## src/rtl/game_mode_control.sv

```systemverilog
// +--------------------------------------------------------------------------+
// | Module   : game_mode_control                                             |
// | Purpose  : Game-mode sequencer. Walks the datapath through the init and  |
// |            menu screens, the scrolling-note pipeline (load, update, RAM  |
// |            writes, shifts, four lane draws, frame delay), the error      |
// |            flash/redraw and the battle timeout. It also owns the x/y and |
// |            colour source muxes so only one datapath source drives VGA.   |
// | Ports    : clk, reset (async, active-low)                                |
// |            key_valid/key_code      - decoded PS/2 key strobe + code      |
// |            frame_done, finish_*    - datapath completion strobes         |
// |            color, clear, timer     - error checker / error / battle time |
// |            init/menu/casual/battle - background image select             |
// |            restart*, load, update, shift*, wren*, delay, draw*           |
// |                                    - datapath controls (registered)      |
// |            display_select*, color_select*                                |
// |                                    - 0 background, 1 scroll, 2 error     |
// | Revision : 1.0 - initial release                                         |
// +--------------------------------------------------------------------------+
`default_nettype none

module game_mode_control #(
  parameter logic [7:0] KEY_START  = 8'h5A,
  parameter logic [7:0] KEY_CASUAL = 8'h16,
  parameter logic [7:0] KEY_BATTLE = 8'h1E,
  parameter logic [7:0] KEY_ESC    = 8'h76
) (
  input  logic       clk,
  input  logic       reset,
  input  logic       key_valid,
  input  logic [7:0] key_code,
  input  logic       frame_done,
  input  logic       finish_update,
  input  logic       finish_draw1,
  input  logic       finish_draw2,
  input  logic       finish_draw3,
  input  logic       finish_draw4,
  input  logic       finish_error,
  input  logic       finish_delay,
  input  logic       color,
  input  logic       clear,
  input  logic       timer,
  output logic       init,
  output logic       menu,
  output logic       casual,
  output logic       battle,
  output logic       restart,
  output logic       restart_scroll,
  output logic       restart_error,
  output logic       load,
  output logic       update,
  output logic       shift1,
  output logic       shift2,
  output logic       shift3,
  output logic       wren1,
  output logic       wren2,
  output logic       wren3,
  output logic       wren4,
  output logic       delay,
  output logic       draw1,
  output logic       draw2,
  output logic       draw3,
  output logic       draw4,
  output logic       draw_error,
  output logic       redraw_error,
  output logic [2:0] display_select,
  output logic [2:0] display_select_scroll,
  output logic [2:0] display_select_error,
  output logic [2:0] color_select,
  output logic [2:0] color_select_scroll,
  output logic [2:0] color_select_error
);

  // Ordering matters: the scroll loop, error path and play states are
  // contiguous so range compares can classify the state.
  typedef enum logic [4:0] {
    S_INIT_RST   = 5'd0,
    S_INIT_DRAW  = 5'd1,
    S_INIT_WAIT  = 5'd2,
    S_MENU_RST   = 5'd3,
    S_MENU_DRAW  = 5'd4,
    S_MENU_WAIT  = 5'd5,
    S_PLAY_RST   = 5'd6,
    S_PLAY_BG    = 5'd7,
    S_LOAD       = 5'd8,
    S_UPDATE     = 5'd9,
    S_WR1        = 5'd10,
    S_WR2        = 5'd11,
    S_WR3        = 5'd12,
    S_WR4        = 5'd13,
    S_SH1        = 5'd14,
    S_SH2        = 5'd15,
    S_SH3        = 5'd16,
    S_DRAW1      = 5'd17,
    S_DRAW2      = 5'd18,
    S_DRAW3      = 5'd19,
    S_DRAW4      = 5'd20,
    S_DELAY      = 5'd21,
    S_ERR_RST    = 5'd22,
    S_ERR_DRAW   = 5'd23,
    S_ERR_HOLD   = 5'd24,
    S_ERR_REDRAW = 5'd25,
    S_OVER       = 5'd26
  } state_t;

  state_t     state_q, state_d;
  logic       key_pend_q, key_pend_d;
  logic       mode_battle_q, mode_battle_d;

  logic       init_q, menu_q, casual_q, battle_q;
  logic       restart_q, restart_scroll_q, restart_error_q;
  logic       load_q, update_q, delay_q;
  logic [2:0] shift_q;
  logic [3:0] wren_q;
  logic [3:0] draw_q;
  logic       draw_error_q, redraw_error_q;
  logic [2:0] sel_q;

  logic w_esc, w_start, w_in_loop, w_in_err, w_in_play, w_d_active;

  assign w_esc     = key_valid && (key_code == KEY_ESC);
  assign w_start   = key_valid && (key_code == KEY_START);
  assign w_in_loop = (state_q >= S_LOAD) && (state_q <= S_DELAY);
  assign w_in_err  = (state_q >= S_ERR_RST) && (state_q <= S_ERR_REDRAW);
  assign w_in_play = (state_q >= S_PLAY_RST);
  // A pending key only lives while the game stays in the loop/error region.
  assign w_d_active = (state_d >= S_LOAD) && (state_d <= S_ERR_REDRAW);

  always_comb begin
    state_d       = state_q;
    key_pend_d    = key_pend_q;
    mode_battle_d = mode_battle_q;

    if (w_in_loop && key_valid) begin
      key_pend_d = 1'b1;
    end

    case (state_q)
      S_INIT_RST:   state_d = S_INIT_DRAW;
      S_INIT_DRAW:  if (frame_done) state_d = S_INIT_WAIT;
      S_INIT_WAIT:  if (w_start) state_d = S_MENU_RST;
      S_MENU_RST:   state_d = S_MENU_DRAW;
      S_MENU_DRAW:  if (frame_done) state_d = S_MENU_WAIT;
      S_MENU_WAIT: begin
        if (key_valid && (key_code == KEY_CASUAL)) begin
          mode_battle_d = 1'b0;
          state_d       = S_PLAY_RST;
        end else if (key_valid && (key_code == KEY_BATTLE)) begin
          mode_battle_d = 1'b1;
          state_d       = S_PLAY_RST;
        end
      end
      S_PLAY_RST:   state_d = S_PLAY_BG;
      S_PLAY_BG:    if (frame_done) state_d = S_LOAD;
      S_LOAD:       state_d = S_UPDATE;
      S_UPDATE:     if (finish_update) state_d = S_WR1;
      S_WR1:        state_d = S_WR2;
      S_WR2:        state_d = S_WR3;
      S_WR3:        state_d = S_WR4;
      S_WR4:        state_d = S_SH1;
      S_SH1:        state_d = S_SH2;
      S_SH2:        state_d = S_SH3;
      S_SH3:        state_d = S_DRAW1;
      S_DRAW1:      if (finish_draw1) state_d = S_DRAW2;
      S_DRAW2:      if (finish_draw2) state_d = S_DRAW3;
      S_DRAW3:      if (finish_draw3) state_d = S_DRAW4;
      S_DRAW4:      if (finish_draw4) state_d = S_DELAY;
      S_DELAY: begin
        // Timeout outranks the error decision.
        if (mode_battle_q && timer) begin
          state_d = S_OVER;
        end else if (finish_delay) begin
          if (key_pend_q && color) begin
            state_d = S_ERR_RST;
          end else begin
            state_d    = S_LOAD;
            // The serviced key is dropped; a key arriving on this very
            // cycle belongs to the next scroll step.
            key_pend_d = key_valid;
          end
        end
      end
      S_ERR_RST:    state_d = S_ERR_DRAW;
      S_ERR_DRAW:   if (finish_error) state_d = S_ERR_HOLD;
      S_ERR_HOLD: begin
        if (mode_battle_q && timer) begin
          state_d = S_OVER;
        end else if (clear) begin
          state_d = S_ERR_REDRAW;
        end
      end
      S_ERR_REDRAW: begin
        if (finish_error) begin
          state_d    = S_LOAD;
          key_pend_d = 1'b0;
        end
      end
      S_OVER:       if (w_esc || w_start) state_d = S_MENU_RST;
      default:      state_d = S_INIT_RST;
    endcase

    // Escape pre-empts everything while playing, including a pending error.
    if (w_esc && (w_in_loop || w_in_err || (state_q == S_PLAY_BG))) begin
      state_d = S_MENU_RST;
    end

    if (!w_d_active) begin
      key_pend_d = 1'b0;
    end
  end

  // State plus Moore outputs; outputs are decoded from the current state
  // and therefore trail state entry by one cycle.
  always_ff @(posedge clk or negedge reset) begin
    if (!reset) begin
      state_q          <= S_INIT_RST;
      key_pend_q       <= 1'b0;
      mode_battle_q    <= 1'b0;
      init_q           <= 1'b1;
      menu_q           <= 1'b0;
      casual_q         <= 1'b0;
      battle_q         <= 1'b0;
      restart_q        <= 1'b0;
      restart_scroll_q <= 1'b0;
      restart_error_q  <= 1'b0;
      load_q           <= 1'b0;
      update_q         <= 1'b0;
      delay_q          <= 1'b0;
      shift_q          <= 3'd0;
      wren_q           <= 4'd0;
      draw_q           <= 4'd0;
      draw_error_q     <= 1'b0;
      redraw_error_q   <= 1'b0;
      sel_q            <= 3'd0;
    end else begin
      state_q          <= state_d;
      key_pend_q       <= key_pend_d;
      mode_battle_q    <= mode_battle_d;
      init_q           <= (state_q <= S_INIT_WAIT);
      menu_q           <= (state_q >= S_MENU_RST) && (state_q <= S_MENU_WAIT);
      casual_q         <= w_in_play && !mode_battle_q;
      battle_q         <= w_in_play && mode_battle_q;
      restart_q        <= (state_q == S_INIT_RST) || (state_q == S_MENU_RST) ||
                          (state_q == S_PLAY_RST);
      restart_scroll_q <= (state_q == S_PLAY_RST);
      restart_error_q  <= (state_q == S_PLAY_RST) || (state_q == S_ERR_RST);
      load_q           <= (state_q == S_LOAD);
      update_q         <= (state_q == S_UPDATE);
      delay_q          <= (state_q == S_DELAY);
      shift_q          <= {state_q == S_SH3, state_q == S_SH2, state_q == S_SH1};
      wren_q           <= {state_q == S_WR4, state_q == S_WR3,
                           state_q == S_WR2, state_q == S_WR1};
      draw_q           <= {state_q == S_DRAW4, state_q == S_DRAW3,
                           state_q == S_DRAW2, state_q == S_DRAW1};
      draw_error_q     <= (state_q == S_ERR_DRAW);
      redraw_error_q   <= (state_q == S_ERR_REDRAW);
      // ERR_RST keeps the background source; the error colour takes over
      // only once the flash is being drawn.
      if (w_in_loop) begin
        sel_q <= 3'd1;
      end else if (w_in_err && (state_q != S_ERR_RST)) begin
        sel_q <= 3'd2;
      end else begin
        sel_q <= 3'd0;
      end
    end
  end

  assign init                  = init_q;
  assign menu                  = menu_q;
  assign casual                = casual_q;
  assign battle                = battle_q;
  assign restart               = restart_q;
  assign restart_scroll        = restart_scroll_q;
  assign restart_error         = restart_error_q;
  assign load                  = load_q;
  assign update                = update_q;
  assign shift1                = shift_q[0];
  assign shift2                = shift_q[1];
  assign shift3                = shift_q[2];
  assign wren1                 = wren_q[0];
  assign wren2                 = wren_q[1];
  assign wren3                 = wren_q[2];
  assign wren4                 = wren_q[3];
  assign delay                 = delay_q;
  assign draw1                 = draw_q[0];
  assign draw2                 = draw_q[1];
  assign draw3                 = draw_q[2];
  assign draw4                 = draw_q[3];
  assign draw_error            = draw_error_q;
  assign redraw_error          = redraw_error_q;
  assign display_select        = sel_q;
  assign display_select_scroll = sel_q;
  assign display_select_error  = sel_q;
  assign color_select          = sel_q;
  assign color_select_scroll   = sel_q;
  assign color_select_error    = sel_q;

  a_one_draw: assert property (@(posedge clk) disable iff (!reset)
    $onehot0({draw_q, draw_error_q, redraw_error_q}));
  a_one_bg: assert property (@(posedge clk) disable iff (!reset)
    $onehot0({init_q, menu_q, casual_q, battle_q}));

endmodule

`default_nettype wire

```

## config.mk

```make
export PLATFORM = sky130hd
export DESIGN_NAME = game_mode_control
export DESIGN_NICKNAME = d
export VERILOG_FILES = /design/src/rtl/game_mode_control.sv
export SDC_FILE = /design/constraint.sdc
export NUM_CORES = 1
export LEC_CHECK = 0
export ABC_AREA = 1
export CORE_ASPECT_RATIO = 2
export CORE_MARGIN = 1
export CORE_UTILIZATION = 47
export CTS_CLUSTER_DIAMETER = 200
export DETAILED_ROUTE_END_ITERATION = 10
export PLACE_DENSITY = 0.8
export SLEW_MARGIN = 20
export SYNTH_ARGS = -nofsm -noshare
export SYNTH_HDL_FRONTEND = slang
export SYNTH_SLANG_ARGS = --single-unit
```

## constraint.sdc

```tcl
create_clock -name clk -period 2.1 [get_ports clk]
set_clock_uncertainty 0.1 [all_clocks]
set_input_delay 0.42 -clock clk [delete_from_list [all_inputs] [get_ports clk]]
set_output_delay 0.42 -clock clk [all_outputs]
set_load 0.005 [all_outputs]
```

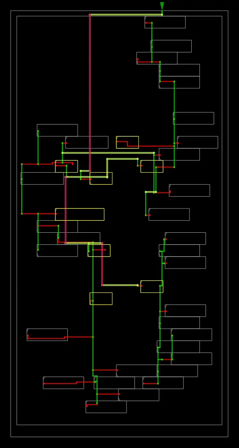
run_1/clocks.png
number of clock buffers inserted by TritonCTS: 5
power attributed to the clock group: 0.000654 W
clock sinks: 32
Clock Buffer Count: 7
clock network latency to the later pin of the worst-skew pair: 0.29 ns

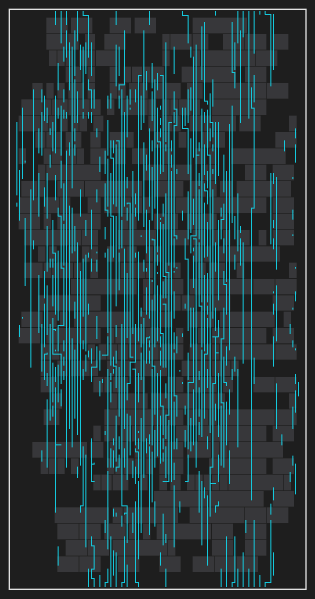
run_1/layer_met2.png
Scale: 6 px per um. Cells faint in the background.
main direction: vertical
longest straight run: 52.7 um
nets with wire on the layer: 319
wire length after detailed routing: 5.80 mm
global-route met2 utilization: 0.514
via count: 2114

==> results.cfg, run 1 <==
; synthesis and place-and-route metrics
[grt]
first_global_vias = 2024
grt_overflow_total = 0
gr-usage-all-layers = 0.271

[final_layout]
layout.buffer.nonclock.area_share = 0.254
layout.comb_gates.multi_input = 199
signal_buffers = 79
nonClockInverterCount = 47
flop-count = 32
finish.net_count = 386

[synthesis]
synth.area.top_cells = sky130_fd_sc_hd__dfrtp_1 37%, sky130_fd_sc_hd__nand2_1 11%, sky130_fd_sc_hd__nor2_1 7.5%
post_synth_mux_area_share = 0
synthFlopType = sky130_fd_sc_hd__dfrtp_1
synth_area_per_cell_um2 = 7.13
edf_count = 0
post_synth_instance_area_um2 = 2100
yosys-top-cells-count = 61 x sky130_fd_sc_hd__nand2_1, 42 x sky130_fd_sc_hd__nor2_1, 38 x sky130_fd_sc_hd__inv_1
simple_gate_area_frac = 0.384

[setup_path]
worst-r2r-setup-slack_ns = 0.19
max_stage_delay_ns = 0.54
cp_num_buf_inv = 2
timing.critical_path.depth = 10
timing.critical_path.required_ns = 2.22
worstPathArrival_ns = 2.03

[final_timing]
setup_ws_ns = 0.192
finalCritPeriodShare = 0.908
hold_slack_ns = 0.401

[die]
core.rowCount = 34

[power_and_ir_drop]
p_leak_nw = 1.52
powerComb_w = 0.00157
power_per_cell_area_nw_per_um2 = 1090
power_switching_w = 0.00131
finalPower_w = 0.00313

[detailed_routing]
drtAntennaViolNets = 0
drt_first_pass_iters = 4

[clocking]
clk_pin_slew_worst_paths_ns = 0.07
cts-hold-fix-buffers = 0
cts_h_tree_depth = 2

[outcome]
result_of_the_run = finished, final reports clean

[placed_design]
dpl_worst_slack_ns = -0.187

[worst_hold_path]
min-delay-start = mode_battle_q
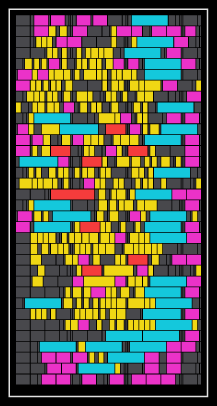
run_1/placement_by_type.png
Scale: 4 px per um. Fill, decap, tap and diode cells in grey.
| colour | class | cells |
|---|---|---|
| yellow | combinational and other logic | 246 |
| magenta | other buffers and delay cells | 79 |
| red | clock drivers and dummy loads | 8 |
| cyan | flops | 32 |
core region area: 4300 um2
final cell utilization of the core: 0.672
final cell area excluding filler cells: 2890 um2
sequential fraction of total cell area: 0.279

run 1: metal layers:
metal / routed length (um) / vias to the layer above / track usage
met5: 0 / - / 0
met4: 272 / 0 / 0.159
met3: 235 / 24 / 0.0407
met2: 3310 / 83 / 0.514
met1: 1980 / 954 / 0.275
li1: - / 1053 / -
run 1: state kept, by name (all words and copies together) (netlist names):
name            flops
battle              1
shift_q             3
restart             1
draw_error          1
delay               1
wren_q              4
casual              1
key_pend_q          1
restart_scroll      1
restart_error       1
update              1
init                1
state_q             5
menu                1
redraw_error        1
mode_battle_q       1
load                1
color_select        2
draw_q              4
run 1: timing repair:
item	4_1_cts	5_1_grt
setup buffers	0	0
setup endpoints to repair	0	1
gates resized	0	4
==> inputs of run 2 (changes only) <==
CTS_CLUSTER_DIAMETER = 40   (was 200)
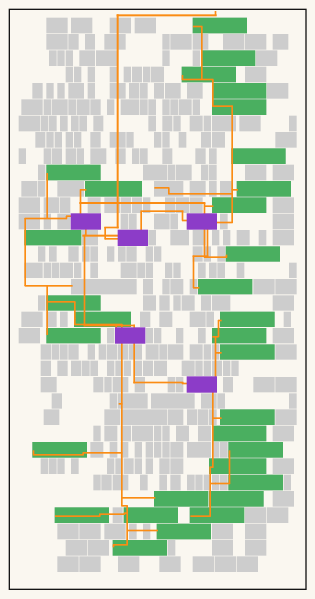
run_2/clk_routes.png
Scale: 6 px per um.
[green] flip-flops | count: 32
[orange] clock wires | length: 441 um
[purple] clock drivers | count: 5
flops lie: spread over the die
Clock Power Share: 0.209

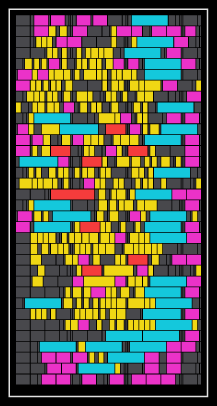
run_2/placement_by_type.png
Scale: 4 px per um. Fill, decap, tap and diode cells in grey.
| colour | class | cells |
|---|---|---|
| yellow | combinational and other logic | 246 |
| magenta | other buffers and delay cells | 79 |
| cyan | flops | 32 |
| red | clock drivers and dummy loads | 8 |
number of placement rows: 34

==> run 2 against run 1 <==
Net effect: global-route usage stayed put; core utilization unchanged; combinational power about the same; sequential share of layout area unchanged; non-clock buffer count is the same; die area unchanged; largest cell class unchanged; largest power group unchanged.
==> results.cfg, run 2 <==
; synthesis and place-and-route metrics
[setup_path]
timing.critical_path.required_ns = 2.22
worstPathArrival_ns = 2.03

[power_and_ir_drop]
p_clk_w = 0.000654
powerComb_w = 0.00157

[final_layout]
seq_share = 0.279
layout.buffer.nonclock.area_share = 0.254
top_register = state_q
final_util = 0.672

[detailed_routing]
drtAntennaViolNets = 0
wl_met3_um = 235
num_vias = 2114
detail_route.wirelength.met1_mm = 1.98

[clocking]
cts_h_tree_depth = 2
cts_made_buffers = 5
clock_insertion_delay_worst_skew_ns = 0.29

[synthesis]
post_synth_instance_area_um2 = 2100
edf_count = 0
yosys-top-cells-count = 61 x sky130_fd_sc_hd__nand2_1, 42 x sky130_fd_sc_hd__nor2_1, 38 x sky130_fd_sc_hd__inv_1

[grt]
global_route.usage.met3 = 0.0407
met1_usage = 0.275

[outcome]
result_of_the_run = finished, final reports clean

[final_timing]
hold_slack_ns = 0.401
[run 2: worst paths after layout]
| kind | from | depth (start not counted) | slack, ns | to |
|---|---|---|---|---|
| worst min-delay path | mode_battle_q | 1 | 0.40 | casual |
| worst max register to register | state_q[0] | 10 | 0.19 | key_pend_q |
| worst min register to register | mode_battle_q | 1 | 0.40 | casual |
| min in group asynchronous | reset | 2 | 0.42 | wren_q[1] |
| worst max-delay path | state_q[0] | 10 | 0.19 | key_pend_q |
| max in group asynchronous | reset | 2 | 1.14 | init |
[run 2: worst max-delay path: cells and delay by family, from the launching register on]
kind            cells  cell delay [ns]
compound gates      1             0.13
simple gates        7             0.93
buf+inv             2             0.14
flops               1             0.54
[run 2: what timing repair did]
item	in CTS	in global routing
endpoints found under the setup margin	0	1
resized	0	4
buffers inserted	0	0
==> inputs of run 3 (changes only) <==
CTS_CLUSTER_SIZE = 8   (was default)
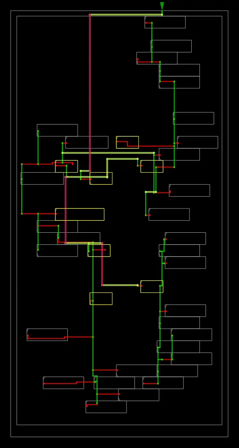
run_3/clocks.png
final sequential cell count: 32

==> run 3 against run 2 <==
Net effect: synthesized area is the same; sequential cell count is the same; die area is the same; critical path depth is the same; total power is the same; core utilization is the same; largest power group unchanged.
==> results.cfg, run 3 <==
; synthesis and place-and-route metrics
[outcome]
result_of_the_run = finished, final reports clean

[clocking]
clkSinkCount = 32
cts_resized = 0
cts_made_buffers = 5
clk_pin_slew_worst_paths_ns = 0.07
clock_insertion_delay_worst_skew_ns = 0.29
setup_buffers_after_cts = 0
cts-hold-fix-buffers = 0

[grt]
grt_util_met2 = 0.514
global_route.usage.met3 = 0.0407
met1_usage = 0.275
gr-usage-all-layers = 0.271
grt_overflow_total = 0
first_global_vias = 2024

[setup_path]
max_stage_delay_ns = 0.54
timing.critical_path.required_ns = 2.22
worstPathArrival_ns = 2.03
cp_num_buf_inv = 2

[final_layout]
biggestRegsByFlops = state_q: 5 flops, draw_q: 4 flops, wren_q: 4 flops
fin_area_um2 = 2890
final_util = 0.672
largest_register_ff_count = 5
top_register = state_q
finish.net_count = 386

[detailed_routing]
vias_per_cell = 5.05
detail_route.wirelength.met1_mm = 1.98
drtAntennaViolNets = 0
wl_met2_mm = 3.31
top_metal_layer_carrying_routed_signals = met4
num_vias = 2114
drt_first_pass_iters = 4

[synthesis]
simple_gate_area_frac = 0.384
post_synth_instance_area_um2 = 2100
synth_area_per_cell_um2 = 7.13
edf_count = 0
synth.area.top_cells = sky130_fd_sc_hd__dfrtp_1 37%, sky130_fd_sc_hd__nand2_1 11%, sky130_fd_sc_hd__nor2_1 7.5%
post_synth_mux_area_share = 0
yosys-top-cells-count = 61 x sky130_fd_sc_hd__nand2_1, 42 x sky130_fd_sc_hd__nor2_1, 38 x sky130_fd_sc_hd__inv_1

[final_timing]
setup_ws_ns = 0.192
hold_slack_ns = 0.401
finalSetupTns_ns = 0
grt_setup_unrepaired = no

[power_and_ir_drop]
powerComb_w = 0.00157
power_per_cell_area_nw_per_um2 = 1090
p_clk_w = 0.000654
power_switching_w = 0.00131
p_leak_nw = 1.52

[die]
core_area_um2 = 4300
core.rowCount = 34

[placed_design]
dpl_worst_slack_ns = -0.187
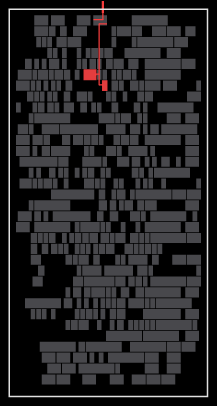
run_3/io_fan.png
Scale: 4 px per um.
| colour | port | direction | edge | end cells | buffers | wire |
|---|---|---|---|---|---|---|
| red | `finish_update` | input | top | 2 | 1 | 23.8 um |
io pins: 63
tally of buffers added on design ports: 56

-- run 3: cell counts in the layout (fill, tap and decap cells not counted) --
No cell type changed its count.
-- run 3: final cells by class --
type,instances,area [um2],share of cell area
clock buffer,7,96.3,0.0334
sequential,32,806,0.279
timing repair buffer,79,733,0.254
clock inverter,1,30.0,0.0104
multi-input combinational,199,973,0.337
tap,54,67.6,0.0234
inverter,47,179,0.0620
-- run 3: worst paths after layout --
check                               from  depth (start not counted)  slack, ns          to
hold / removal             mode_battle_q                          1       0.40      casual
max in group asynchronous          reset                          2       1.14        init
setup reg to reg              state_q[0]                         10       0.19  key_pend_q
min in group asynchronous          reset                          2       0.42   wren_q[1]
hold reg to reg            mode_battle_q                          1       0.40      casual
setup / recovery              state_q[0]                         10       0.19  key_pend_q
No activity file was given, so power comes from the tool's default toggle rates.
